--- config.mk ---
export PLATFORM = sky130hd
export DESIGN_NAME = adder_arbiter
export DESIGN_NICKNAME = d
export VERILOG_FILES = /design/src/rtl/adder_arbiter.sv
export SDC_FILE = /design/constraint.sdc
export NUM_CORES = 1
export LEC_CHECK = 0
export CAP_MARGIN = 20
export CORE_MARGIN = 10
export CORE_UTILIZATION = 26
export DETAILED_ROUTE_END_ITERATION = 12
export SLEW_MARGIN = 20
export SYNTH_ARGS = -nofsm -noshare
export SYNTH_HDL_FRONTEND = slang
export SYNTH_SLANG_ARGS = --single-unit
--- constraint.sdc ---
create_clock -name clk -period 6.8 [get_ports clk]
set_input_delay 0.68 -clock clk [delete_from_list [all_inputs] [get_ports clk]]
set_output_delay 0.68 -clock clk [all_outputs]
set_load 0.005 [all_outputs]
--- src/rtl/adder_arbiter.sv ---
// rtl/adder_arbiter.sv - two-port arbiter for one shared registered add/sub unit; ADDER_ARB_RR_EN selects round-robin
module adder_arbiter #(
  parameter int DATAWIDTH = 32
) (
  input  logic                 clk,
  input  logic                 rst,
  input  logic                 req0_valid,
  output logic                 req0_ready,
  input  logic [DATAWIDTH-1:0] req0_a,
  input  logic [DATAWIDTH-1:0] req0_b,
  input  logic                 req0_sub,
  input  logic                 req1_valid,
  output logic                 req1_ready,
  input  logic [DATAWIDTH-1:0] req1_a,
  input  logic [DATAWIDTH-1:0] req1_b,
  input  logic                 req1_sub,
  output logic                 resp0_valid,
  input  logic                 resp0_ready,
  output logic                 resp1_valid,
  input  logic                 resp1_ready,
  output logic [DATAWIDTH-1:0] result,
  output logic                 grant_id
);

  typedef enum logic {IDLE = 1'b0, HOLD = 1'b1} state_t;

  state_t               state;
  state_t               state_next;
  logic                 gnt;
  logic                 any_valid;
  logic                 accept;
  logic [DATAWIDTH-1:0] op_a;
  logic [DATAWIDTH-1:0] op_b;
  logic                 op_sub;
  logic [DATAWIDTH-1:0] sum;

  assign any_valid = req0_valid | req1_valid;

`ifdef ADDER_ARB_RR_EN
  logic ptr;

  // contention goes to the preferred port; a lone requester always wins
  always_comb begin
    gnt = req1_valid;
    if (req0_valid && req1_valid) gnt = ptr;
  end

  // after every accept the preference passes to the other port
  always_ff @(posedge clk) begin
    if (rst)         ptr <= 1'b0;
    else if (accept) ptr <= ~gnt;
  end
`else
  // fixed priority: the EXU port wins whenever it is requesting
  always_comb begin
    gnt = req1_valid;
  end
`endif

  // state register
  always_ff @(posedge clk) begin
    if (rst) state <= IDLE;
    else     state <= state_next;
  end

  // next state and request handshake; readies never see resp_ready or operands
  always_comb begin
    state_next = state;
    req0_ready = 1'b0;
    req1_ready = 1'b0;
    accept     = 1'b0;
    case (state)
      IDLE: begin
        req0_ready = req0_valid & ~gnt;
        req1_ready = req1_valid & gnt;
        accept     = any_valid;
        if (any_valid) state_next = HOLD;
      end
      HOLD: begin
        if (grant_id ? resp1_ready : resp0_ready) state_next = IDLE;
      end
      default: state_next = IDLE;
    endcase
  end

  // operand mux feeding the single adder; subtract is a + ~b + 1
  assign op_a   = gnt ? req1_a   : req0_a;
  assign op_b   = gnt ? req1_b   : req0_b;
  assign op_sub = gnt ? req1_sub : req0_sub;
  assign sum    = op_a + (op_sub ? ~op_b : op_b) + DATAWIDTH'(op_sub);

  // capture result and owner on accept; held untouched through HOLD
  always_ff @(posedge clk) begin
    if (rst) begin
      result   <= '0;
      grant_id <= 1'b0;
    end else if (accept) begin
      result   <= sum;
      grant_id <= gnt;
    end
  end

  assign resp0_valid = (state == HOLD) & ~grant_id;
  assign resp1_valid = (state == HOLD) &  grant_id;

endmodule

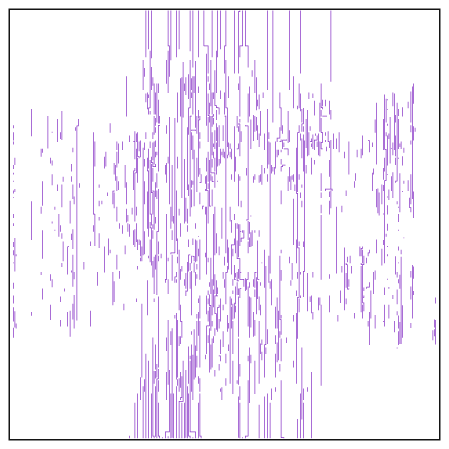
Fig. 1. The metal 2 layer.
(3 px per um)
wire length on this layer	6290 um
main direction	vertical
WL final: 14200 um
via count: 4062
met2 Use GR: 22.4%

==> flow_summary.json <==
{
  "via_per_inst": 4.88,
  "finClkSkew_ns": 0.00690,
  "timing.fmax_mhz": 225,
  "topCellsByArea": "dfxtp_1 17%, ha_1 9.5%, xor2_1 8.7%",
  "ctsResizeCount": 0,
  "yosys_area_mm2": 0.00394,
  "dpl_cell_area_mm2": 0.00582,
  "place.gp.congestion": 0.877,
  "adder_share_pct": 10.0,
  "synthTopLogicFamily": "AND-OR/OR-AND gates",
  "pwr-share-clk_pct": 19.2,
  "dieWidth_um": 143,
  "reg2reg_from": "state",
  "numPortBuffers": 172,
  "switching_share_pct": 37.8,
  "cts_made_buffers": 5,
  "slew_viol_final": 0,
  "drt_first_iter_violations": 220,
  "top_cell": "nand2_1",
  "largest_register_ffs": 32,
  "comb_share_pct": 52.4,
  "firstDrtPassIters": 4,
  "worstMarginPinSlew_ns": 0.937,
  "hold_end": "result[7]",
  "antenna_found_initial": 0,
  "seq_area_frac_synth_pct": 17.3,
  "start_kind": "primary input",
  "power_mw": 1.20,
  "logic_gates": 423,
  "ir_drop_uv": 84.1,
  "signal_buffers": 176,
  "status": "complete, no violations",
  "syn_nets": 659,
  "seqCellArea_um2": 681,
  "internal_power_uw": 749,
  "grt_pass1_vias": 4331,
  "wl_met2_um": 6290,
  "fin_tns_setup_ns": 0,
  "hold_depth": 2,
  "pwr-share-seq_pct": 21.8,
  "final_area_mm2": 0.00597,
  "row_count": 44,
  "final_nets": 815,
  "common_cells": "63 x nand2_1, 50 x a21oi_1, 39 x xor2_1",
  "tritoncts": "built",
  "warning_count": 26,
  "top_layer": "met4",
  "yosys-stat-cells": 492,
  "clkbuf_count": 6,
  "clock_sinks": 34,
  "grt_max_degree": 68,
  "crit_top_cell": "o21ai_1",
  "p_comb_share_pct": 59.1,
  "htreeDepth": 2,
  "p_seq_uw": 262,
  "final_layout_top_logic_cells": "171 x clkdlybuf4s50_1, 63 x nand2_1, 50 x a21oi_1, 39 x xor2_1, 34 x dfxtp_1",
  "ys_types": 59,
  "synth_area_per_cell_um2": 8.00,
  "largest_cell_class": "multi-input combinational cells",
  "worstHoldPathType": "register to register",
  "holdWs_ns": 0.451,
  "hpwlAfterDp_um": 11800,
  "synth.top_cell.area_share_pct": 17.3,
  "n_antenna_cell": 0,
  "cp_data_required_time_ns": 6.98,
  "grt_overflow_total": 0,
  "fin_cells": 833,
  "area_growth_syn_to_layout_pct": 51.7,
  "period_needed_ns": 4.45,
  "wl_met1_um": 6440,
  "postSynthCellCount": 492,
  "grt_pass1_wl_um": 22600,
  "finalClockPeriodUsage_pct": 65.5,
  "ff_count": 34,
  "maxPowerGroup": "combinational logic",
  "grt_use_met3_pct": 3.98,
  "core-area_mm2": 0.0147,
  "crit_cells": 12,
  "hold_violations": 0,
  "fillers": 1489,
  "dieArea_mm2": 0.0205,
  "wire_per_inst_um": 17.0,
  "lay_top_count": "clkdlybuf4s50_1",
  "hold_start": "result[7]",
  "max_cap_violations": 0,
  "flop_cell": "dfxtp_1",
  "ys_sh_simple_pct": 17.6,
  "critical_path.top_delay_family": "AND-OR/OR-AND gates",
  "rsz0062_at_grt": "no",
  "top_regs": "result x32, grant_id x1, state x1",
  "cp_cell_sequence": "clkdlybuf4s50_1, mux2i_4, buf_4, xor2_1, fa_1, a21o_1, a221o_1, a2111oi_1, o21ai_1, a31oi_1, o21ai_1, o311ai_1",
  "setup_viol": 0,
  "setup_slack_ns": 2.35,
  "yosys.area.top_type": "dfxtp_1",
  "drc": 0,
  "n_tap_cell": 184,
  "top_register": "result",
  "critical_path.endpoint": "result[24]",
  "dp.cells": 825,
  "postCtsHoldBufs": 0,
  "buf_share_pct": 29.3,
  "yosys_register_bits": 34,
  "seq_share_pct": 11.4,
  "inv_count": 8,
  "reg2reg_slack_ns": 5.01,
  "async_reset_ff_share_pct": 0,
  "leakage_nw": 2.49,
  "end_kind": "register",
  "grtUsageMet1_pct": 16.9,
  "chipHeight_um": 143,
  "postCtsSetupBuffers": 0,
  "worst-r2r-cell-count": 3,
  "critical-path-slowest-cell": "a2111oi_1",
  "clock_path_buffers": 2,
  "grt.total_usage_pct": 13.5,
  "startpoint": "req0_sub",
  "cts_root_buf": "clkbuf_16",
  "grt_busiest_layer": "met2",
  "arrival_ns": 4.64,
  "synth_warnings": 0,
  "io_pins": 173,
  "max_stage_delay_ns": 0.53,
  "syn-cell-area_mm2": 0.00394,
  "pg_comb_uw": 710,
  "crit_path_max_fanout": 23,
  "comb_area_mm2": 0.00313,
  "path_class": "primary input to register",
  "place_ws_ns": 2.03,
  "cp.buffers_inverters": 2,
  "wl_met3_um": 1310,
  "fin_util_pct": 40.6
}
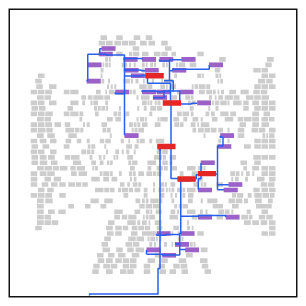
Fig. 2. Clock wires, drivers and flops.
(2 px per um)
[purple] flip-flops | count: 34
[blue] clock wires | length: 578 um
[red] clock-net drivers | count: 5
routed clock nets	6
clk ins delay skew pair: 0.28 ns
P_clk: 230 uW

Power is estimated from default activity; no workload was simulated.
